<file path="config.mk">
export PLATFORM = sky130hd
export DESIGN_NAME = seq_right_shifter
export DESIGN_NICKNAME = d
export VERILOG_FILES = /design/src/rtl/seq_right_shifter.sv
export SDC_FILE = /design/constraint.sdc
export NUM_CORES = 1
export LEC_CHECK = 0
export ABC_AREA = 0
export CAP_MARGIN = 20
export CORE_MARGIN = 2
export CORE_UTILIZATION = 50
export DETAILED_ROUTE_END_ITERATION = 10
export PLACE_DENSITY = 0.77
export SETUP_SLACK_MARGIN = 0.3
export SYNTH_ARGS = -nofsm -noshare
export SYNTH_HDL_FRONTEND = slang
export SYNTH_SLANG_ARGS = --single-unit
</file>
<file path="constraint.sdc">
create_clock -name clk -period 2.3 [get_ports clk]
set_input_delay 0.345 -clock clk [delete_from_list [all_inputs] [get_ports clk]]
set_output_delay 0.345 -clock clk [all_outputs]
set_load 0.03 [all_outputs]
</file>
<file path="src/rtl/seq_right_shifter.sv">
// Sequential right shifter: shifts a captured operand one bit per clock,
// logical or arithmetic, and presents the registered result with a done pulse.
module seq_right_shifter #(
    parameter int WIDTH = 32,
    parameter int SHW   = 5
) (
    input  logic             clk,
    input  logic             rst_n,
    input  logic             start,
    input  logic [WIDTH-1:0] din,
    input  logic [SHW-1:0]   shamt,
    input  logic             arith,
    output logic             busy,
    output logic             done,
    output logic [WIDTH-1:0] dout
);

    typedef enum logic [1:0] {
        ST_IDLE  = 2'd0,
        ST_SHIFT = 2'd1,
        ST_DONE  = 2'd2
    } state_t;

    state_t           state_q, state_d;
    logic [WIDTH-1:0] work_q, work_d;
    logic [SHW-1:0]   cnt_q, cnt_d;
    logic             mode_q, mode_d;
    logic [WIDTH-1:0] dout_q, dout_d;
    logic             busy_q, done_q;
    logic [WIDTH-1:0] shifted_s;

    // One-bit shift step; the vacated MSB copies the sign only in arithmetic mode.
    always_comb begin
        shifted_s = {mode_q & work_q[WIDTH-1], work_q[WIDTH-1:1]};
    end

    // Next-state and datapath update: accept, shift step, completion.
    always_comb begin
        state_d = state_q;
        work_d  = work_q;
        cnt_d   = cnt_q;
        mode_d  = mode_q;
        dout_d  = dout_q;
        case (state_q)
            ST_IDLE, ST_DONE: begin
                if (start) begin
                    work_d = din;
                    cnt_d  = shamt;
                    mode_d = arith;
                    if (shamt == {SHW{1'b0}}) begin
                        // Zero distance completes immediately with the operand itself.
                        state_d = ST_DONE;
                        dout_d  = din;
                    end else begin
                        state_d = ST_SHIFT;
                    end
                end else begin
                    state_d = ST_IDLE;
                end
            end
            ST_SHIFT: begin
                work_d = shifted_s;
                cnt_d  = cnt_q - SHW'(1);
                if (cnt_q == SHW'(1)) begin
                    state_d = ST_DONE;
                    dout_d  = shifted_s;
                end else begin
                    state_d = ST_SHIFT;
                end
            end
            default: begin
                state_d = ST_IDLE;
            end
        endcase
    end

    // State, datapath and status registers; status is decoded from the next state
    // so busy/done come straight from flops and still match the current state.
    always_ff @(posedge clk or negedge rst_n) begin
        if (!rst_n) begin
            state_q <= ST_IDLE;
            work_q  <= {WIDTH{1'b0}};
            cnt_q   <= {SHW{1'b0}};
            mode_q  <= 1'b0;
            dout_q  <= {WIDTH{1'b0}};
            busy_q  <= 1'b0;
            done_q  <= 1'b0;
        end else begin
            state_q <= state_d;
            work_q  <= work_d;
            cnt_q   <= cnt_d;
            mode_q  <= mode_d;
            dout_q  <= dout_d;
            busy_q  <= (state_d == ST_SHIFT);
            done_q  <= (state_d == ST_DONE);
        end
    end

    assign busy = busy_q;
    assign done = done_q;
    assign dout = dout_q;

endmodule

</file>
==> results_slide.txt, run 1 <==
Synthesis and Place & Route Summary

Worst setup path
  – Critical Path End: dout[15]
  – CP Capture Type: flip-flop
  – Cell mode on critical path: buf_12
  – CP Class: in2reg
  – Critical path cell sequence: clkdlybuf4s50_1, or4_4, o32ai_4, buf_12, buf_12, mux2i_1

Global route
  – Antenna violations before repair: 0
  – Met3 Usage GRT: 0.0477
  – GRT busiest layer: met2
  – Vias in the first global route: 2441
  – First-pass GRT wire length: 11400 µm
  – Met1 Use GR: 0.275
  – Global route overflow: 0

Worst hold path
  – Hold WC Path Type: in2async

Synthesis
  – Area share, top type: 0.557
  – Area fraction in compound gates: 0.0755
  – Mapped Avg Cell Area: 11.6 µm²
  – Synth top area cells: dfrtp_1 (56%), mux2i_1 (19%), nor3_1 (4.7%)
  – Main flop type: dfrtp_1
  – Top cell type by total area after synthesis: dfrtp_1
  – Yosys Chip Area: 0.00328 mm²
  – Top-count cell post-synth: dfrtp_1

Power and ir drop
  – Cell Pwr Density: 1500 mW/mm²
  – Combinational Power: 3.28 mW
  – P_sw: 2.66 mW

Final layout
  – Most frequent cells in the layout: dfrtp_1 (73), clkdlybuf4s50_1 (73), mux2i_1 (61)
  – Final Instance Area: 0.00440 mm²
  – Final #Nets: 405

Timing
  – Slew headroom: 0.740
  – Final Setup Violations: 0
  – Tmin final: 1.88 ns
  – Max Fclk: 533 MHz
  – Fin crit share: 0.816
  – Endpoints failing hold: 7
  – Worst hold slack: -0.0202 ns
  – Slew Limit Fails: 0
  – Setup TNS Final: 0 ns

Outcome
  – Violated checks: hold timing
  – Outcome: finished, violations left

Clock tree
  – CTS-repair resized insts: 0
  – CTS max path bufs: 2
  – Root buffer cell: clkbuf_8
  – Clk slew on worst S/H paths: 0.08 ns

Drt
  – Total wire length: 6700 µm
  – Max layer used: met4
  – Via-to-Cell Ratio: 5.23

Die
  – Pre-Place Util: 0.516
  – Die area: 0.00722 mm²
  – Site Rows: 29
  – # IOs: 75

Place
  – IO Port Bufs: 74
  – DP Wirelength: 4560 µm
run 1: cell type report:
cell class,instances,area [µm²]
sequential,73,1830
clock buffer,11,141
clock inverter,5,55.1
inverter,34,128
fill,496,1950
tap,77,96.3
timing repair buffer,85,908
multi-input combinational,159,1240
run 1: per-stage QoR:
| step | utilization | hold WS [ns] | total power [mW] |
|---|---|---|---|
| final | 0.692 | -0.0202 | 6.60 |
| after global routing | 0.692 | 0.0255 | 7.05 |
| after CTS | 0.692 | 0.0143 | 6.65 |
| after detailed placement | 0.661 | 0.392 | 5.64 |
| after global placement | 0.661 | 0.389 | 5.55 |
| after floorplan | - | 0.0494 | 4.42 |
run 1: sequential cells by signal, summed over array words and instances, names as in the netlist:
signal / cells
busy: 1
cnt_q: 5
done: 1
dout: 32
mode_q: 1
state_q: 2
work_q: 31
**Run 1: close-up of the layout**

Window x 54 to 74, y 11 to 31 µm. Cells in gray, sequential cells in the stronger gray; small squares are vias.
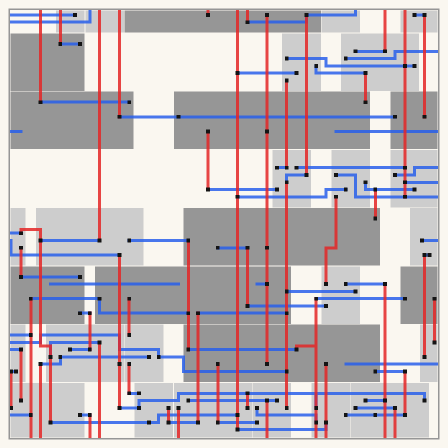
color	layer
red	metal 2
blue	metal 1
most frequent	mux2i_1 (6), dfrtp_1 (5)
netlist names of flops here include	`work_q` (4), `dout` (1)
cells with their middle in the window	22
sequential cells in the window	5

**Run 1: where the registers sit**

Drawn at 6 px/µm.
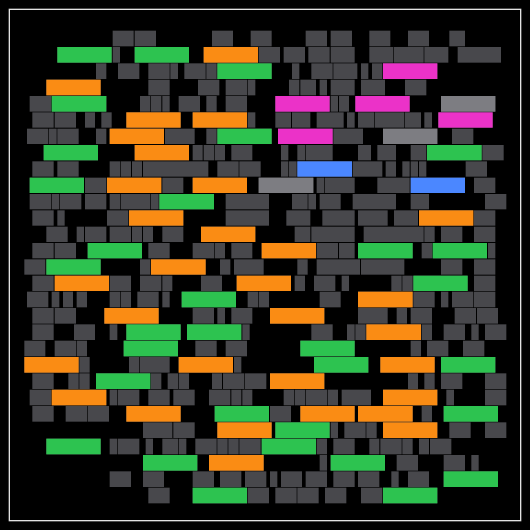
color	signal	sequential cells
blue	`state_q`	2
green	`dout`	32
orange	`work_q`	31
magenta	`cnt_q`	5

**Run 1: routed clock nets over the placement**

Drawn at 3 px/µm.
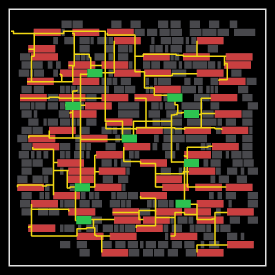
[yellow] clock wires | length: 896 µm
[green] clock drivers | count: 9
[red] flip-flops | count: 73
flops lie	widely spread
routed clock nets	10
clock share of power: 0.151
clk latency late pin: 0.34 ns
P_clk: 0.998 mW
clk_skew: 0.0130 ns

**Run 1: track usage over the die**

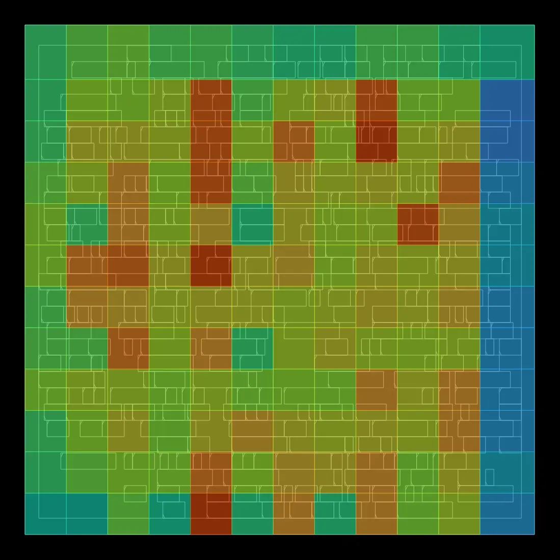

==> inputs of run 2 (changes only) <==
Settings changed: CORE_UTILIZATION 50 to 45, PLACE_DENSITY 0.77 to 0.73.
Clock period 2.3 ns to 1.55 ns, I/O delays scaled along.
**Run 2: track usage over the die**

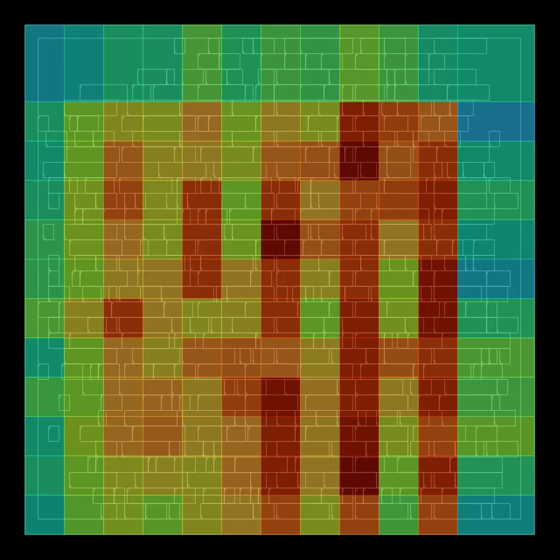
GRT busiest layer: met2
GR met2 Demand/Resource: 0.432
met3 Usage GRT: 0.0462
gr usage total: 0.262
met1 Use GR: 0.335

==> results_slide.txt, run 2 <==
Synthesis and Place & Route Summary

Final layout
  – CLK BUF: 9 (was 11)
  – Final Instance Area: 0.00570 mm² (was 0.00440 mm²)
  – Reg area: 0.00183 mm² (unchanged)
  – Multi-input comb cells: 159 (unchanged)
  – Multi-input gate share of the layout cell area: 0.341 (was 0.282)
  – Number of flip-flops in the largest register: 32 (unchanged)
  – Seq Cell Count: 73 (unchanged)
  – Largest cell class by area: multi-input combinational cells (was sequential cells)
  – # fillers: 375 (was 496)
  – Final #Nets: 456 (was 405)
  – Area of the multi-input gates: 0.00194 mm² (was 0.00124 mm²)
  – Flop share of the area: 0.320 (was 0.415)
  – Most frequent cells in the layout: dfrtp_1 (73), clkdlybuf4s50_1 (39), inv_1 (32), buf_2 (32), mux2i_4 (29) (was dfrtp_1 (73), clkdlybuf4s50_1 (73), mux2i_1 (61))
  – Non-Clock Buffer Count: 136 (was 85)
  – ClkCell Share: 0.0364 (was 0.0447)
  – Layout non-clock buf frac: 0.257 (was 0.207)
  – Fin util: 0.799 (was 0.692)

Worst setup path
  – Critical path cell sequence: inv_2, ha_4, or4b_4, o32ai_4, buf_12, buf_12, mux2i_1 (was clkdlybuf4s50_1, or4_4, o32ai_4, buf_12, buf_12, mux2i_1)
  – Cell mode on critical path: buf_12 (unchanged)
  – Critical Path End: dout[9] (was dout[15])
  – CP Class: reg2reg (was in2reg)

Synthesis
  – Yosys Chip Area: 0.00328 mm² (unchanged)
  – Top cell type by total area after synthesis: dfrtp_1 (unchanged)
  – Top-count cell post-synth: dfrtp_1 (unchanged)
  – Post-Syn Nets: 326 (unchanged)
  – Flops & latches, synth: 73 (unchanged)
  – Area share, top type: 0.557 (unchanged)
  – Synth top area cells: dfrtp_1 (56%), mux2i_1 (19%), nor3_1 (4.7%) (unchanged)
  – Mapped Avg Cell Area: 11.6 µm² (unchanged)

Timing
  – Tmin final: 1.87 ns
  – Final Setup Violations: 51 (was 0)
  – Fin crit share: 1.21
  – Final setup margin: -0.323 ns (was 0.423 ns)
  – Worst hold slack: 0.348 ns (was -0.0202 ns)
  – Endpoints failing hold: 0 (was 7)
  – Clk_skew: 0.0138 ns (was 0.0130 ns)
  – Slew Limit Fails: 0 (unchanged)
  – Slew headroom: 0.737 (was 0.740)
  – Max Fclk: 534 MHz
  – Setup TNS Final: -10.35 ns (was 0 ns)

Clock tree
  – CTS max path bufs: 2 (unchanged)
  – Root buffer cell: clkbuf_8 (unchanged)
  – Clock sink count: 73 (unchanged)
  – Clk latency late pin: 0.35 ns (was 0.34 ns)

Die
  – Pre-Place Util: 0.460 (was 0.516)
  – # IOs: 75 (unchanged)
  – Die area: 0.00799 mm² (was 0.00722 mm²)
  – Tap Cells: 99 (was 77)
  – Site Rows: 31 (was 29)

Drt
  – 1st-iter DRT viols: 198 (was 132)
  – Max layer used: met4 (unchanged)
  – Via-to-Cell Ratio: 5.38 (was 5.23)

Place
  – Cells after DPL: 465 (was 428)
  – DP Wirelength: 5010 µm (was 4560 µm)
  – IO Port Bufs: 74 (unchanged)

Global route
  – First-pass GRT wire length: 15300 µm (was 11400 µm)
  – Global route overflow: 0 (unchanged)
  – Vias in the first global route: 2937 (was 2441)
  – Antenna violations before repair: 0 (unchanged)

Outcome
  – Violated checks: setup timing (was hold timing)
  – Outcome: finished, violations left (unchanged)

Worst hold path
  – Hold WC Path Type: in2async (unchanged)

Power and ir drop
  – Pwr Total: 13.8 mW (was 6.60 mW)
**Run 2: M4 wires**

Drawn at 4 px/µm.
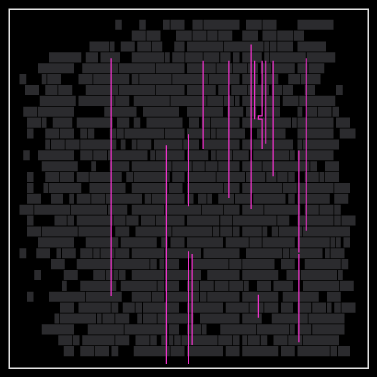
nets with wire on the layer	15
wire length on this layer	460 µm
share of all routed wire	4.4%
total number of vias: 2778
total wire length: 10600 µm

## run 2: cell families (layout without fill, tap and decap cells)
kind of cell               Yosys count  count (layout)  share of synthesized area
AOI/OAI and AO/OA                   40              40                     0.0755
muxes                               67              67                      0.209
adders and majority gates            2               2                    0.00763
and+or+nand+nor                     50              50                     0.0805
buffers and inverters               51             185                     0.0702
DFF                                 73              73                      0.557
## run 2: power by group
part | total [mW] | switching [mW] | internal [mW]
registers | 3.71 | 0.838 | 2.87
clock network | 1.62 | 0.727 | 0.892
logic | 8.42 | 4.12 | 4.30
## run 2: timing repair
action / CTS / global route
resized: 256 / 77
setup endpoints to repair: 105 / 81
hold buffers: 1 / 0
pin swaps: 19 / 13
setup buffers: 18 / 8
endpoints found under the hold margin: 28 / 0
cloned: 7 / 2
**Run 2: wiring by layer**

Drawn at 4 px/µm.
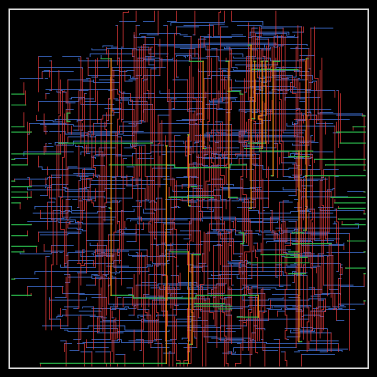

==> inputs of run 3 (changes only) <==
Settings changed: CORE_UTILIZATION 45 to 40, HOLD_SLACK_MARGIN from default to 0.08, PLACE_DENSITY 0.73 to default, PLACE_DENSITY_LB_ADDON from default to 0.2.
**Run 3: wiring by layer**

Drawn at 4 px/µm.
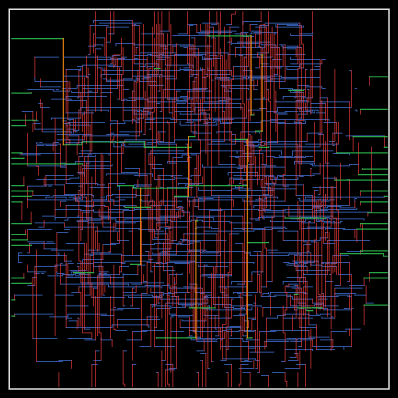
color	layer	wire length
red	metal 2	4810 µm
blue	metal 1	4040 µm
green	metal 3	372 µm
orange	metal 4	178 µm

**Run 3: close-up of the layout**

Window x 61 to 81, y 14 to 34 µm. Cells in gray, sequential cells in the stronger gray; small squares are vias.
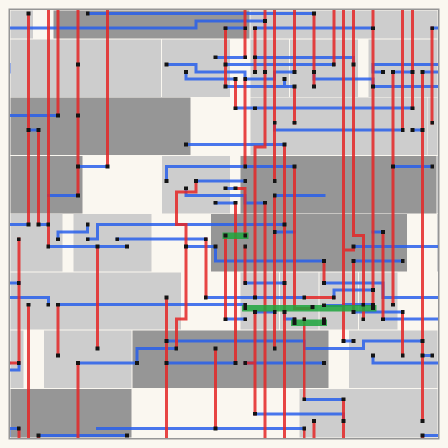
color	layer
green	metal 3
red	metal 2
blue	metal 1
netlist names of flops here include	`work_q` (4), `dout` (1)
sequential cells in the window	5
cells with their middle in the window	21
most frequent	dfrtp_1 (5)

==> results_slide.txt, run 3 <==
Synthesis and Place & Route Summary

Global route
  – First-pass GRT wire length: 14000 µm (was 15300 µm)
  – Gr usage total: 0.204 (was 0.262)
  – Global route overflow: 0 (unchanged)
  – Antenna violations before repair: 0 (unchanged)
  – Vias in the first global route: 2749 (was 2937)

Timing
  – Slew headroom: 0.713 (was 0.737)
  – Max Fclk: 540 MHz (was 534 MHz)
  – Final Setup Violations: 37 (was 51)
  – Slew Limit Fails: 0 (unchanged)
  – Tmin final: 1.85 ns (was 1.87 ns)
  – Clk_skew: 0.0119 ns (was 0.0138 ns)
  – Endpoints failing hold: 0 (unchanged)
  – Fin crit share: 1.19 (was 1.21)
  – Final setup margin: -0.301 ns (was -0.323 ns)

Final layout
  – Area of the multi-input gates: 0.00187 mm² (was 0.00194 mm²)
  – Layout non-clock buf frac: 0.254 (was 0.257)
  – CLK BUF: 10 (was 9)
  – Flop share of the area: 0.327 (was 0.320)
  – Final #Nets: 459 (was 456)
  – # fillers: 571 (was 375)
  – Fin util: 0.690 (was 0.799)
  – Final Instance Area: 0.00559 mm² (was 0.00570 mm²)
  – ClkCell Share: 0.0376 (was 0.0364)
  – Inverters: 34 (unchanged)
  – Reg area: 0.00183 mm² (unchanged)
  – Most frequent cells in the layout: dfrtp_1 (73), clkdlybuf4s50_1 (39), buf_2 (33) (was dfrtp_1 (73), clkdlybuf4s50_1 (39), inv_1 (32), buf_2 (32), mux2i_4 (29))
  – Number of flip-flops in the largest register: 32 (unchanged)
  – Non-Clock Buffer Count: 138 (was 136)

Drt
  – 1st-iter DRT viols: 109 (was 198)
  – Total wire length: 9390 µm (was 10600 µm)
  – Via-to-Cell Ratio: 5.15 (was 5.38)
  – Total number of vias: 2711 (was 2778)

Die
  – Tap Cells: 105 (was 99)
  – Site Rows: 33 (was 31)
  – # IOs: 75 (unchanged)
  – Pre-Place Util: 0.405 (was 0.460)
  – Die area: 0.00894 mm² (was 0.00799 mm²)

Synthesis
  – Mapped Avg Cell Area: 11.6 µm² (unchanged)
  – Dominant comb cell: multiplexers (unchanged)
  – Main flop type: dfrtp_1 (unchanged)
  – Post-Syn Nets: 326 (unchanged)
  – Basic Gates by Area: 0.0805 (unchanged)
  – Area fraction in compound gates: 0.0755 (unchanged)
  – Top-count cell post-synth: dfrtp_1 (unchanged)
  – Top cell type by total area after synthesis: dfrtp_1 (unchanged)
  – Xor+xnor area frac: 0 (unchanged)
  – Area share, top type: 0.557 (unchanged)
  – Yosys adder share: 0.00763 (unchanged)
  – Flops & latches, synth: 73 (unchanged)
  – Synth top area cells: dfrtp_1 (56%), mux2i_1 (19%), nor3_1 (4.7%) (unchanged)

Worst hold path
  – Hold WC Path Type: in2async (unchanged)

Power and ir drop
  – Seq group: 3.65 mW (was 3.71 mW)
  – Internal Pwr Total: 7.92 mW (was 8.06 mW)
  – Comb pwr share: 0.603 (was 0.612)
  – Cell Pwr Density: 2380 mW/mm² (was 2410 mW/mm²)
  – Main power group: combinational cells (unchanged)
  – Part of the power in registers: 0.274 (was 0.270)
  – Clock share of power: 0.123 (was 0.118)
  – P_sw: 5.37 mW (was 5.69 mW)
  – Combinational Power: 8.01 mW (was 8.42 mW)

Worst setup path
  – Critical path cell sequence: inv_2, ha_4, or4b_4, o32ai_4, buf_12, buf_12, mux2i_2 (was inv_2, ha_4, or4b_4, o32ai_4, buf_12, buf_12, mux2i_1)
  – Cell mode on critical path: buf_12 (unchanged)
  – CP Capture Type: flip-flop (unchanged)
  – Critical Path End: dout[24] (was dout[9])
  – CP Class: reg2reg (unchanged)

Place
  – IO Port Bufs: 74 (unchanged)
  – DP Wirelength: 4930 µm (was 5010 µm)

Outcome
  – Outcome: finished, violations left (unchanged)
  – Violated checks: setup timing (unchanged)

Clock tree
  – Clk latency late pin: 0.35 ns (about the same)
  – Clock sink count: 73 (unchanged)
  – Post-CTS Repair Setup Buffers: 22 (was 18)
  – Hold_buf cts: 1 (unchanged)
  – CTS-repair resized insts: 247 (was 256)
  – Clk slew on worst S/H paths: 0.08 ns (was 0.09 ns)
  – CTS max path bufs: 2 (unchanged)
[run 3: cell counts after synthesis]
No cell type changed its count.
[run 3: per-stage QoR]
step | TNS [ns] | hold slack (ns) | power, mW | cells
after floorplan | -6.65 | -0.0631 | 6.73 | 283
after global placement | -20.93 | 0.199 | 8.49 | 472
after detailed placement | -22.48 | 0.202 | 8.57 | 472
after CTS | -7.27 | 0.373 | 12.0 | 517
after global routing | -13.12 | 0.420 | 14.0 | 526
final | -9.38 | 0.365 | 13.3 | 526
[run 3: routing by layer]
metal,GRT usage,share of wire,routed length (µm)
met5,0,0,0
met4,0.0652,0.019,178
met3,0.0455,0.040,371
met2,0.320,0.51,4810
met1,0.284,0.43,4040
Power and IR drop assume default switching activity.
